--- src/rtl/instruction_queue_rs_if.sv ---
// Decode-to-dispatch bundle for instruction_queue_rs: enqueue side, per-station
// readiness, dispatch strobe and occupancy status.
interface instruction_queue_rs_if #(
    parameter int unsigned DEPTH   = 8,
    parameter int unsigned INSTR_W = 75,
    parameter int unsigned NUM_RS  = 5
);
    localparam int unsigned CNT_W = $clog2(DEPTH) + 1;

    logic               flush_in;
    logic               enq_valid_in;
    logic [INSTR_W-1:0] enq_instr_in;
    logic               stall_out;
    logic [NUM_RS-1:0]  rs_ready_in;
    logic               rob_ready_in;
    logic               stall_in;
    logic               dispatch_valid_out;
    logic [NUM_RS-1:0]  dispatch_rs_out;
    logic [INSTR_W-1:0] dispatch_instr_out;
    logic               illegal_op_out;
    logic [CNT_W-1:0]   count_out;

    modport master (
        output flush_in, enq_valid_in, enq_instr_in, rs_ready_in, rob_ready_in, stall_in,
        input  stall_out, dispatch_valid_out, dispatch_rs_out, dispatch_instr_out,
        input  illegal_op_out, count_out
    );

    modport slave (
        input  flush_in, enq_valid_in, enq_instr_in, rs_ready_in, rob_ready_in, stall_in,
        output stall_out, dispatch_valid_out, dispatch_rs_out, dispatch_instr_out,
        output illegal_op_out, count_out
    );
endinterface

--- src/rtl/instruction_queue_rs.sv ---
// In-order instruction queue feeding the reservation stations: circular FIFO whose head is
// routed by major opcode and issued only when its station and the ROB both have room.
module instruction_queue_rs #(
    parameter int unsigned DEPTH   = 8,
    parameter int unsigned INSTR_W = 75,
    parameter int unsigned NUM_RS  = 5,
    parameter logic [63:0] RS_MAP  = 64'h0
) (
    input logic                 clk,
    input logic                 rst_n,
    instruction_queue_rs_if.slave bus
);
    localparam int unsigned PTR_W = $clog2(DEPTH);
    localparam int unsigned CNT_W = PTR_W + 1;
    localparam logic [CNT_W-1:0] FULL_CNT = CNT_W'(DEPTH);

    logic [INSTR_W-1:0] mem_q [DEPTH];
    logic [PTR_W-1:0]   head_q, head_d;
    logic [PTR_W-1:0]   tail_q, tail_d;
    logic [CNT_W-1:0]   count_q, count_d;
    logic               illegal_q;

    logic [INSTR_W-1:0] head_instr;
    logic [3:0]         major;
    logic [3:0]         cls;
    logic [NUM_RS-1:0]  cls_onehot;
    logic               mapped;
    logic               not_empty;
    logic               enq_ready;
    logic               enq_fire;
    logic               issue_ok;
    logic               rs_ok;
    logic               fire;
    logic               discard;
    logic               pop;

    assign head_instr = mem_q[head_q];
    assign major      = head_instr[INSTR_W-1 -: 4];
    assign cls        = RS_MAP[{major, 2'b00} +: 4];

    // One-hot decode doubles as the "mapped" test: no bit set means cls >= NUM_RS.
    always_comb begin
        cls_onehot = '0;
        for (int unsigned i = 0; i < NUM_RS; i++) begin
            if (cls == 4'(i)) cls_onehot[i] = 1'b1;
        end
    end

    assign mapped    = |cls_onehot;
    assign not_empty = (count_q != '0);
    assign enq_ready = (count_q < FULL_CNT);
    assign enq_fire  = bus.enq_valid_in && enq_ready && !bus.flush_in;
    assign issue_ok  = not_empty && !bus.stall_in && !bus.flush_in;
    assign rs_ok     = |(cls_onehot & bus.rs_ready_in);
    assign fire      = issue_ok && mapped && rs_ok && bus.rob_ready_in;
    assign discard   = issue_ok && !mapped;
    assign pop       = fire || discard;

    always_comb begin
        head_d  = head_q;
        tail_d  = tail_q;
        count_d = count_q;
        if (bus.flush_in) begin
            head_d  = '0;
            tail_d  = '0;
            count_d = '0;
        end else begin
            if (enq_fire) tail_d = tail_q + PTR_W'(1);
            if (pop)      head_d = head_q + PTR_W'(1);
            unique case ({enq_fire, pop})
                2'b10:   count_d = count_q + CNT_W'(1);
                2'b01:   count_d = count_q - CNT_W'(1);
                default: count_d = count_q;
            endcase
        end
    end

    always_ff @(posedge clk or negedge rst_n) begin
        if (!rst_n) begin
            head_q    <= '0;
            tail_q    <= '0;
            count_q   <= '0;
            illegal_q <= 1'b0;
        end else begin
            head_q    <= head_d;
            tail_q    <= tail_d;
            count_q   <= count_d;
            illegal_q <= discard;
        end
    end

    // Payload storage carries no reset; occupancy alone defines validity.
    always_ff @(posedge clk) begin
        if (enq_fire) mem_q[tail_q] <= bus.enq_instr_in;
    end

    assign bus.stall_out          = !enq_ready;
    assign bus.dispatch_valid_out = fire;
    assign bus.dispatch_rs_out    = fire ? cls_onehot : '0;
    assign bus.dispatch_instr_out = head_instr;
    assign bus.illegal_op_out     = illegal_q;
    assign bus.count_out          = count_q;

    a_count_bound: assert property (@(posedge clk) disable iff (!rst_n) count_q <= FULL_CNT);
    a_no_double:   assert property (@(posedge clk) disable iff (!rst_n) !(fire && discard));
endmodule

--- src/flat_wrapper.sv ---
// flat-port wrapper written by rule: the top's interface ports become plain ports
module instruction_queue_rs_flat 
#(
    parameter int unsigned DEPTH   = 8,
    parameter int unsigned INSTR_W = 75,
    parameter int unsigned NUM_RS  = 5,
    parameter logic [63:0] RS_MAP  = 64'h0
)
  (clk, rst_n, bus_flush_in, bus_enq_valid_in, bus_enq_instr_in, bus_rs_ready_in, bus_rob_ready_in, bus_stall_in, bus_stall_out, bus_dispatch_valid_out, bus_dispatch_rs_out, bus_dispatch_instr_out, bus_illegal_op_out, bus_count_out);
  instruction_queue_rs_if #(.DEPTH(DEPTH), .INSTR_W(INSTR_W), .NUM_RS(NUM_RS)) bus_i ();
  input logic clk;
  input logic rst_n;
  input wire logic [$bits(bus_i.flush_in)-1:0] bus_flush_in;
  input wire logic [$bits(bus_i.enq_valid_in)-1:0] bus_enq_valid_in;
  input wire logic [$bits(bus_i.enq_instr_in)-1:0] bus_enq_instr_in;
  input wire logic [$bits(bus_i.rs_ready_in)-1:0] bus_rs_ready_in;
  input wire logic [$bits(bus_i.rob_ready_in)-1:0] bus_rob_ready_in;
  input wire logic [$bits(bus_i.stall_in)-1:0] bus_stall_in;
  output wire logic [$bits(bus_i.stall_out)-1:0] bus_stall_out;
  output wire logic [$bits(bus_i.dispatch_valid_out)-1:0] bus_dispatch_valid_out;
  output wire logic [$bits(bus_i.dispatch_rs_out)-1:0] bus_dispatch_rs_out;
  output wire logic [$bits(bus_i.dispatch_instr_out)-1:0] bus_dispatch_instr_out;
  output wire logic [$bits(bus_i.illegal_op_out)-1:0] bus_illegal_op_out;
  output wire logic [$bits(bus_i.count_out)-1:0] bus_count_out;
  assign bus_i.flush_in = bus_flush_in;
  assign bus_i.enq_valid_in = bus_enq_valid_in;
  assign bus_i.enq_instr_in = bus_enq_instr_in;
  assign bus_i.rs_ready_in = bus_rs_ready_in;
  assign bus_i.rob_ready_in = bus_rob_ready_in;
  assign bus_i.stall_in = bus_stall_in;
  assign bus_stall_out = bus_i.stall_out;
  assign bus_dispatch_valid_out = bus_i.dispatch_valid_out;
  assign bus_dispatch_rs_out = bus_i.dispatch_rs_out;
  assign bus_dispatch_instr_out = bus_i.dispatch_instr_out;
  assign bus_illegal_op_out = bus_i.illegal_op_out;
  assign bus_count_out = bus_i.count_out;
  instruction_queue_rs #(.DEPTH(DEPTH), .INSTR_W(INSTR_W), .NUM_RS(NUM_RS), .RS_MAP(RS_MAP)) u_core (.clk(clk), .rst_n(rst_n), .bus(bus_i));
endmodule
--- config.mk ---
export PLATFORM = sky130hd
export DESIGN_NAME = instruction_queue_rs_flat
export DESIGN_NICKNAME = d
export VERILOG_FILES = /design/src/rtl/instruction_queue_rs_if.sv /design/src/rtl/instruction_queue_rs.sv /design/src/flat_wrapper.sv
export SDC_FILE = /design/constraint.sdc
export NUM_CORES = 1
export LEC_CHECK = 0
export ABC_AREA = 0
export CAP_MARGIN = 20
export CORE_MARGIN = 2
export CORE_UTILIZATION = 40
export DETAILED_ROUTE_END_ITERATION = 8
export HOLD_SLACK_MARGIN = 0.05
export PLACE_DENSITY = 0.69
export SLEW_MARGIN = 20
export SYNTH_ARGS = -nofsm -noshare
export SYNTH_HDL_FRONTEND = slang
export SYNTH_SLANG_ARGS = --single-unit
export TNS_END_PERCENT = 1
--- constraint.sdc ---
create_clock -name clk -period 7.4 [get_ports clk]
set_input_delay 1.85 -clock clk [delete_from_list [all_inputs] [get_ports clk]]
set_output_delay 1.85 -clock clk [all_outputs]
set_load 0.01 [all_outputs]
run_1/floorplan.png
The bar under the picture is 50 um long. Pins as bars on the die edge. Tap cells in gray.
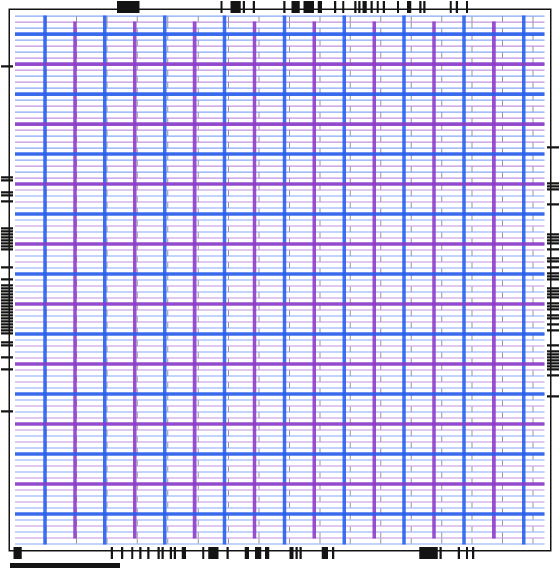
| net | color |
|---|---|
| VSS | blue |
| VDD | purple |
tap cells: 765
signal pins: 173
rows: 88
met1 rails: 89
met4 straps: 17
core region area: 57,480 um2
Die Span Y: 244.9 um

run_1/class_map.png
The bar under the picture is 50 um long.
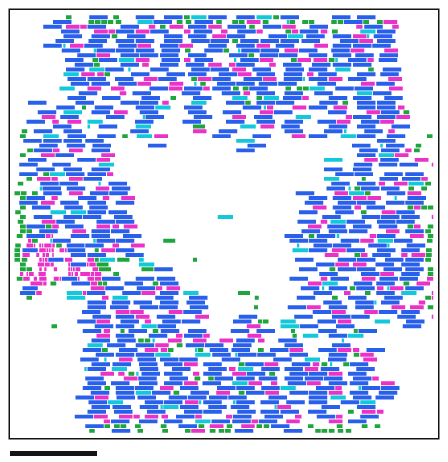
| class | color | cells |
|---|---|---|
| registers | blue | 610 |
| remaining buffers and delay cells | green | 184 |
| remaining logic cells | magenta | 292 |
| clock drivers and dummy loads | cyan | 107 |
post-layout util: 48.14%
sequential cell area share: 66.07%
row cnt: 88
final cell area excluding filler cells: 27,670 um2

run_1/clock_wires.png
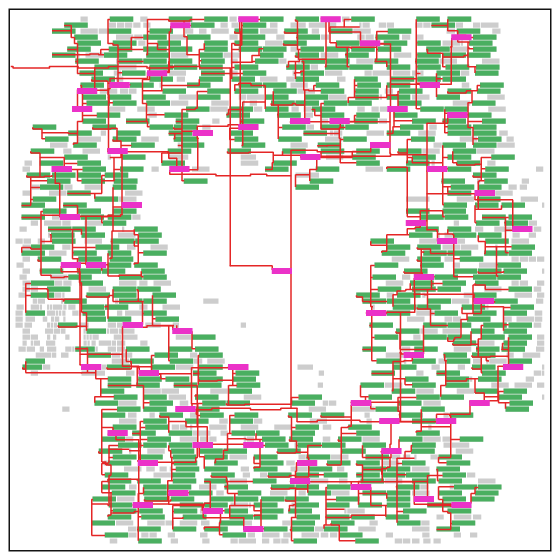
[clock-net drivers] magenta | count: 60
[flip-flops] green | count: 610
[clock wires] red | length: 6,720 um
flops lie: spread over the die
routed clock nets: 61
Clock Skew: 11.02 ps
Clk pwr share: 40.9%
clk pwr: 2.88 mW
clk_lat worst skew: 600 ps

run_1/layers.png
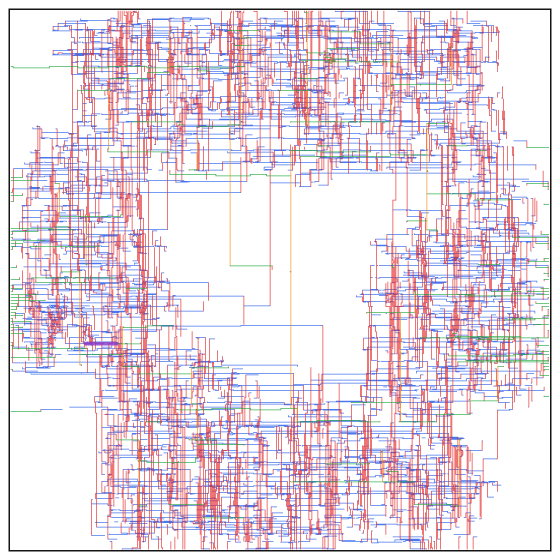
| layer | color | wire length |
|---|---|---|
| M2 | red | 22.3 mm |
| M4 | orange | 743 um |
| M1 | blue | 19,200 um |
| M3 | green | 2,110 um |
| M5 | purple | 13.8 um |
GRT Resource Usage Total: 14.98%
final wirelength: 44,360 um
via count: 10,210

run 1: flip-flops by register name (all words and copies together), names as in the netlist:
| register | flops |
|---|---|
| u_core.head_q | 3 |
| u_core.tail_q | 3 |
| u_core.mem_q | 600 |
| u_core.bus.count_out | 4 |
run 1: cells by family (layout without fill, tap and decap cells):
logic type / Yosys count / in the layout / synth area share [%]
flops: 610 / 610 / 78.72
mux: 228 / 228 / 18.34
buf+inv: 51 / 292 / 1.364
simple gates: 43 / 43 / 0.9490
fa+ha+maj: 5 / 5 / 0.3019
compound gates: 5 / 5 / 0.1240
xor+xnor: 5 / 5 / 0.1887
other cells: 1 / 5 / 0.01616
run 1: cell usage in the layout, fill, tap and decap left out:
| master | n |
|---|---|
| conb_1 | 5 |
| dfrtp_4 | 3 |
| clkinv_2 | 13 |
| nor3_2 | 1 |
| mux2i_1 | 1 |
| clkbuf_16 | 61 |
| clkdlybuf4s50_1 | 163 |
| nand2_1 | 9 |
| clkbuf_1 | 14 |
| or4_4 | 1 |
| bufinv_16 | 5 |
| or3_1 | 1 |
| nand3_1 | 2 |
| nand2b_1 | 5 |
| clkinv_4 | 1 |
| ha_1 | 4 |
| nor3_4 | 1 |
| inv_1 | 1 |
| nor2b_1 | 3 |
| mux2_2 | 77 |
| edfxtp_1 | 600 |
| mux4_2 | 150 |
| a21oi_1 | 4 |
| nor3_1 | 2 |
| xor2_1 | 2 |
| nor2_1 | 8 |
| clkinv_1 | 13 |
| and4bb_2 | 1 |
| buf_4 | 14 |
| and3_4 | 1 |
| nor4_1 | 1 |
| buf_12 | 7 |
| dfrtp_1 | 7 |
| a221oi_1 | 1 |
| nor2_2 | 1 |
| xnor2_1 | 3 |
| nor2_4 | 6 |
| fa_1 | 1 |
run 1: routing by layer:
layer  global-route usage (%)  vias up
li1                         -     4433
met1                    19.92     5463
met2                    25.35      244
met3                    3.127       63
met4                    3.641        2
met5                        0        -
run 1: power by group through the flow:
stage	combinational [mW]	clock (mW)	sequential (mW)
floorplan	0.137	0	3.94
global placement	0.300	0	3.94
detailed placement	0.306	0	3.94
CTS	0.308	2.96	3.87
global route	0.325	3.09	3.87
finish	0.301	2.88	3.87
run 1: per-stage QoR:
step / instance area (um2) / hold WS [ps]
after CTS: 27670 / 608.4
after global routing: 27670 / 645.1
after detailed placement: 25810 / 595.1
after floorplan: 23230 / 550.8
after global placement: 25810 / 574.2
final: 27670 / 607.4
run 1: path summary, 6_finish.rpt:
| path | from | to | slack (ps) | cells past startpoint |
|---|---|---|---|---|
| setup reg to reg | u_core.bus.count_out[3] | u_core.mem_q[6][67] | 4570 | 4 |
| hold / removal | u_core.tail_q[0] | u_core.tail_q[0] | 610 | 2 |
| setup / recovery | bus_flush_in | bus_dispatch_valid_out | 1690 | 5 |
| hold reg to reg | u_core.tail_q[0] | u_core.tail_q[0] | 610 | 2 |
| min in group asynchronous | rst_n | u_core.bus.count_out[0] | 1580 | 1 |
| max in group asynchronous | rst_n | u_core.head_q[2] | 5440 | 1 |
run 1: critical path: stages:
cell and delay, ps:
clkdlybuf4s50_1 680, and4bb_2 470, nand2_1 110, inv_1 170
clkdlybuf4s50_1 570
==> flow_summary.yaml, run 1 <==
# yosys + openroad results
outcome:
  status: "completed"
worst_setup_path:
  crit_type: "input pin to output port"
  worstSetupEndpointType: "output port"
  critPathMaxFanout: 16
  cp.arrival_ps: 3860
  critPathLaunchType: "input pin"
  critPathRequiredTime_ps: 5550
final_layout:
  comb_share_pct: 16.98
  ff_count: 610
  logic_area_um2: 4698
  final_cells: 1958
  seq_area_um2: 18280
  fillers: 4644
  logic_gate_count: 291
  nets: 1239
  buffers: 184
  area_growth_syn_to_layout_pct: 19.22
  inv_count: 1
  buffer_area_share_pct: 6.784
  clock_buffers: 75
  largest_class: "flip-flops and latches"
  num_antenna_cells: 0
  drive_above_1_share_pct: 28.75
  clk_share_pct: 6.693
clock_tree:
  cts_setup_buffers: 0
  numCtsBuffers: 60
  ctsHtreeMaxLevel: 2
  clock_path_buffers: 3
  cts_resized: 0
  cts.sinks: 610
  tritoncts: "built"
  hold_buffers: 0
  clkTransAtPathRegs_ps: 50
  cts.root.buffer_cell: "clkbuf_16"
placement:
  gp_congestion: 0.7279
  hpwl_um: 23520
  dp_slack_ps: 1684
  port_buffers: 163
  dpl.cell_count: 1851
timing:
  tightest_slew_ps: 999.4
  slew_headroom_pct: 33.37
  post-route-min-period_ps: 5710
  rsz0062_at_grt: "false"
  final_hold_viol_count: 0
  fmax_mhz: 175.1
  setup_slack_ps: 1690
  drv_slew: 0
  setup_tns_ps: 0
  setup_violations: 0
  fin_crit_sh_pct: 77.16
synthesis:
  ys.flops: 610
  ys_types: 30
  synthFlopType: "edfxtp_1"
  syn-cell-area_um2: 23210
  synthTopCellsByArea: "edfxtp_1 (78%), mux4_2 (15%), mux2_2 (3.7%)"
  ys_seq_share_pct: 78.72
  synth_cells: 948
  synth_stat.cells: 948
  async_reset_ff_share_pct: 1.639
  yosysMostFrequentCell: "edfxtp_1"
  avgSynthCellArea_um2: 24.48
  yosysWarnings: 0
  synth_top_area_share_pct: 77.64
  yosysTopAreaCell: "edfxtp_1"
  edf_count: 600
  yosys_area_um2: 23210
  common_cells: "edfxtp_1 (600), mux4_2 (150), mux2_2 (77), buf_2 (19), nor2_1 (14)"
power_and_ir_drop:
  ir_drop_v: 0.0001531
  power_switching_mw: 1.374
  power_frac_comb_pct: 4.3
  powerDensity_nw_per_um2: 254.9
  switching_share_pct: 19.49
  sequentialPowerShare_pct: 54.9
  p_leak_nw: 8.438
  intPower_mw: 5.679
  power.total_mw: 7.053
drt:
  avgRoutedWirePerCell_um: 22.65
  wl_met3_um: 2107
  ant_nets: 0
  wl_met1_um: 19180
  wl_met2_um: 22310
  remaining_drc_errors: 0
  dr.max_layer_used: "met5"
  drt_pass1_iterations: 5
  drt_iter0_drc: 621
  viasPerCell: 5.212
worst_hold_path:
  hold_path_class: "flip-flop to flip-flop"
global_routing:
  grt_first_pass_wirelength_um: 67050
  antenna_found_initial: 1
  grt_pass1_vias: 11050
  grt-ovfl-total: 0
  grt_max_degree: 76
floorplanning:
  num_io_pins: 173
  n_tap_cell: 765
  dieWidth_um: 244.9
  die_area_um2: 59960
  fp_util_pct: 40.38
flow_run:
  max_cap_viol_count: 0
  warning_count: 31
run_1/congestion_map.png
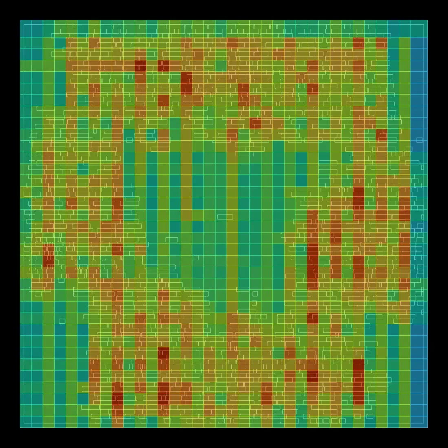

==> run 2: changes to the inputs <==
--- a/config.mk
+++ b/config.mk
@@ -11,7 +11,7 @@
 export CORE_UTILIZATION = 40
 export DETAILED_ROUTE_END_ITERATION = 8
 export HOLD_SLACK_MARGIN = 0.05
-export PLACE_DENSITY = 0.69
+export PLACE_DENSITY = 0.71
 export SLEW_MARGIN = 20
 export SYNTH_ARGS = -nofsm -noshare
 export SYNTH_HDL_FRONTEND = slang
==> constraint.sdc (replaced) <==
create_clock -name clk -period 4.7 [get_ports clk]
set_input_delay 1.175 -clock clk [delete_from_list [all_inputs] [get_ports clk]]
set_output_delay 1.175 -clock clk [all_outputs]
set_load 0.01 [all_outputs]
run_2/congestion_map.png
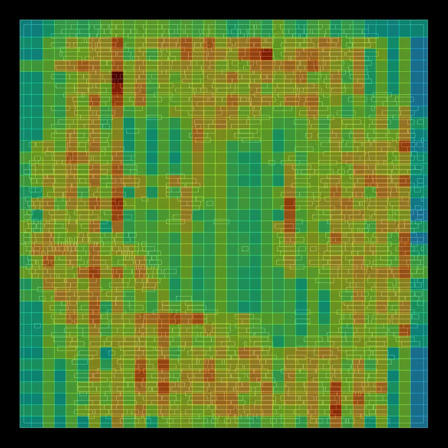
met3 Track Usage GR: 3.368%
post-layout util: 48.45%
GR Util met1: 20.41%
WL per Instance: 22.89 um

run_2/layers.png
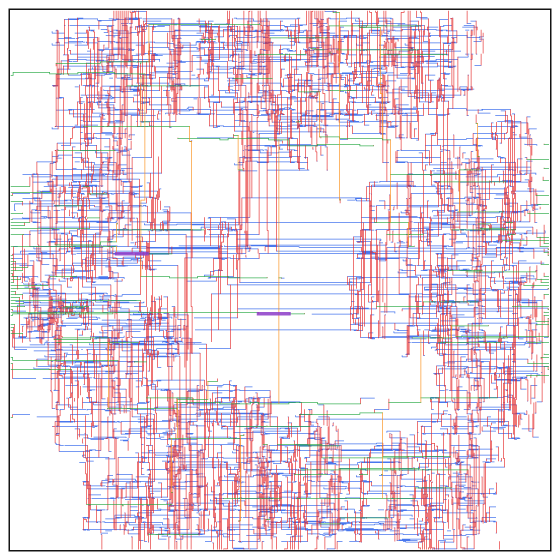
| layer | color | wire length |
|---|---|---|
| M2 | red | 22.3 mm |
| M5 | purple | 27.6 um |
| M4 | orange | 760 um |
| M1 | blue | 19,200 um |
| M3 | green | 2,740 um |
final wirelength: 45,020 um
GRT Resource Usage Total: 15.12%
via count: 10,180

==> flow_summary.yaml, run 2 <==
# yosys + openroad results
global_routing:
  grt_pass1_vias: 10910
  grt-ovfl-total: 0
  grt_max_degree: 89
  antenna_found_initial: 3
  grt_first_pass_wirelength_um: 67170
synthesis:
  synthTopCellsByArea: "edfxtp_1 (78%), mux4_2 (15%), mux2_2 (3.7%)"
  synth_stat.cells: 948
  ys_types: 30
  yosysTopAreaCell: "edfxtp_1"
  syn-cell-area_um2: 23210
  yosysMostFrequentCell: "edfxtp_1"
  synthFlopType: "edfxtp_1"
  edf_count: 600
  ys.flops: 610
  yosys_area_um2: 23210
  avgSynthCellArea_um2: 24.48
  synth_top_area_share_pct: 77.64
  yosysWarnings: 0
  common_cells: "edfxtp_1 (600), mux4_2 (150), mux2_2 (77), buf_2 (19), nor2_1 (14)"
  async_reset_ff_share_pct: 1.639
  ys_seq_share_pct: 78.72
  synth_cells: 948
timing:
  setup_violations: 0
  skew_ps: 13.29
  tightest_slew_ps: 758.4
  post-route-min-period_ps: 4201
  fmax_mhz: 238.0
  final_hold_viol_count: 0
  drv_slew: 0
  setup_slack_ps: 498.8
  rsz0062_at_grt: "false"
  slew_headroom_pct: 49.44
  hold_slack_ps: 613.8
  fin_crit_sh_pct: 89.39
clock_tree:
  ctsHtreeMaxLevel: 2
  cts.root.buffer_cell: "clkbuf_16"
  hold_buffers: 0
  numCtsBuffers: 60
  clock_path_buffers: 3
  clkTransAtPathRegs_ps: 60
  cts.sinks: 610
  cts_setup_buffers: 0
  clock_latency_ps: 590
  tritoncts: "built"
  cts_resized: 0
worst_setup_path:
  reg2reg_slack_ps: 2330
  cp_top_family: "buffers and inverters"
  critPathRequiredTime_ps: 3520
  cp.depth: 4
  r2r-start: "u_core.bus.count_out[3]"
  cp.arrival_ps: 3030
  crit_type: "flip-flop to output port"
  critPathLaunchType: "flip-flop"
  critPathMaxFanout: 50
  r2r-end: "u_core.mem_q[0][23]"
  worstSetupEndpointType: "output port"
  slowest_stage: "dfrtp_4"
  path_cells: "buf_12, mux4_2, mux2_2, clkdlybuf4s50_1"
  cpPeakStageDelay_ps: 610
  critPathBufInv: 2
  r2r.worst_path.cells: 4
floorplanning:
  rows: 88
  dieWidth_um: 244.9
  num_io_pins: 173
  die_h_um: 244.9
  fp_util_pct: 40.38
  die_area_um2: 59960
  core-area_um2: 57480
final_layout:
  area_growth_syn_to_layout_pct: 20.00
  drive_above_1_share_pct: 29.06
  regMostFlops: "u_core.mem_q"
  nets: 1243
  fillers: 4623
  final_cell_mix: "edfxtp_1 (600), clkdlybuf4s50_1 (163), mux4_2 (150)"
  final_common_cell: "edfxtp_1"
  largest_reg_flops: 600
placement:
  dp_slack_ps: 726.8
  gp_congestion: 0.6993
  placed_cell_area_um2: 25940
  hpwl_um: 22920
  port_buffers: 163
power_and_ir_drop:
  powerDensity_nw_per_um2: 401.2
  ir_drop_v: 0.0002251
  p_leak_nw: 8.470
  power.total_mw: 11.17
worst_hold_path:
  whs_endpoint: "u_core.tail_q[0]"
  min_from: "u_core.tail_q[0]"
  whs_path_depth: 2
  hold_path_class: "flip-flop to flip-flop"
drt:
  viasPerCell: 5.174
  drt_iter0_drc: 731
  remaining_drc_errors: 0
  drt_pass1_iterations: 5
  ant_nets: 0
outcome:
  status: "completed"
flow_run:
  max_cap_viol_count: 0
  warning_count: 31
run_2/class_map.png
The bar under the picture is 50 um long.
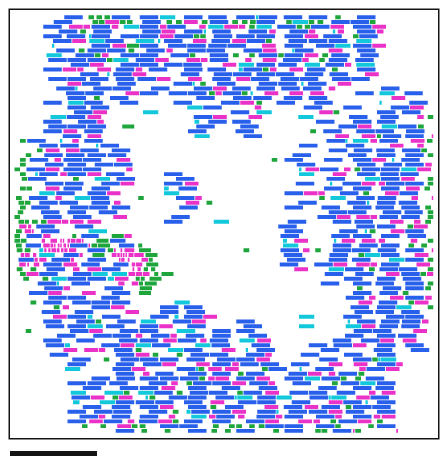
| class | color | cells |
|---|---|---|
| remaining logic cells | magenta | 292 |
| registers | blue | 610 |
| clock drivers and dummy loads | cyan | 111 |
| remaining buffers and delay cells | green | 188 |
final cell area excluding filler cells: 27,850 um2
sequential cell area share: 65.64%

[run 2: netlist changes by cell type in the layout (fill, tap and decap cells not counted), sizes merged]
cell / delta
buf: +4
diode: +1
clkinvlp: +5
clkinv: -5
clkbuf: +1
inv: +3
[run 2: how the worst max path moves through the flow]
stage	start	slack [ps]	endpoint
after CTS	u_core.head_q[0]	390	bus_dispatch_instr_out[28]
after global routing	u_core.head_q[0]	320	bus_dispatch_instr_out[28]
after detailed placement	bus_flush_in	730	bus_dispatch_rs_out[0]
after global placement	bus_flush_in	720	bus_dispatch_valid_out
after floorplan	bus_enq_valid_in	-600	u_core.mem_q[2][0]
final	u_core.head_q[0]	500	bus_dispatch_instr_out[28]
[run 2: layout make-up]
type,instances,area [um2],area share (%)
Timing Repair Buffer,188,1994,7.162
Clock buffer,76,1583,5.684
Sequential cell,610,18280,65.64
Antenna cell,1,2.502,0.008986
Multi-Input combinational cell,291,4705,16.89
Inverter,1,3.754,0.01348
Clock inverter,35,322.8,1.159
Tap cell,765,957.2,3.437
[run 2: metal layers]
metal	track usage (%)	vias to the layer above	share of wire, %
li1	-	4440	-
met1	20.41	5405	43
met2	25.15	270	50
met3	3.368	59	6.1
met4	3.569	4	1.7
met5	0	-	0.060
[run 2: cells by family after synthesis]
| kind of cell | synth area share (%) |
|---|---|
| flops | 78.72 |
| simple gates | 0.9490 |
| buf+inv | 1.364 |
| compound gates | 0.1240 |
| fa+ha+maj | 0.3019 |
| other cells | 0.01616 |
| xor+xnor | 0.1887 |
| mux | 18.34 |
[run 2: stage by stage]
step,TNS [ps],cells
6_report,0,1967
5_1_grt,0,1967
4_1_cts,0,1966
3_5_place_dp,0,1855
3_3_place_gp,0,1855
2_1_floorplan,-302370,952
[run 2: power breakdown]
group	switching, mW	total (mW)	internal [mW]
clock network	1.94	4.60	2.66
logic	0.233	0.484	0.251
registers	0.0247	6.09	6.06
total	2.20	11.2	8.97
[run 2: worst register-to-register path: stages (launching register included)]
cell      delay [ps]
dfrtp_1          470
nand2b_1         270
or3_1            520
nor3_4           250
buf_4            480
Power is estimated from default activity; no workload was simulated.
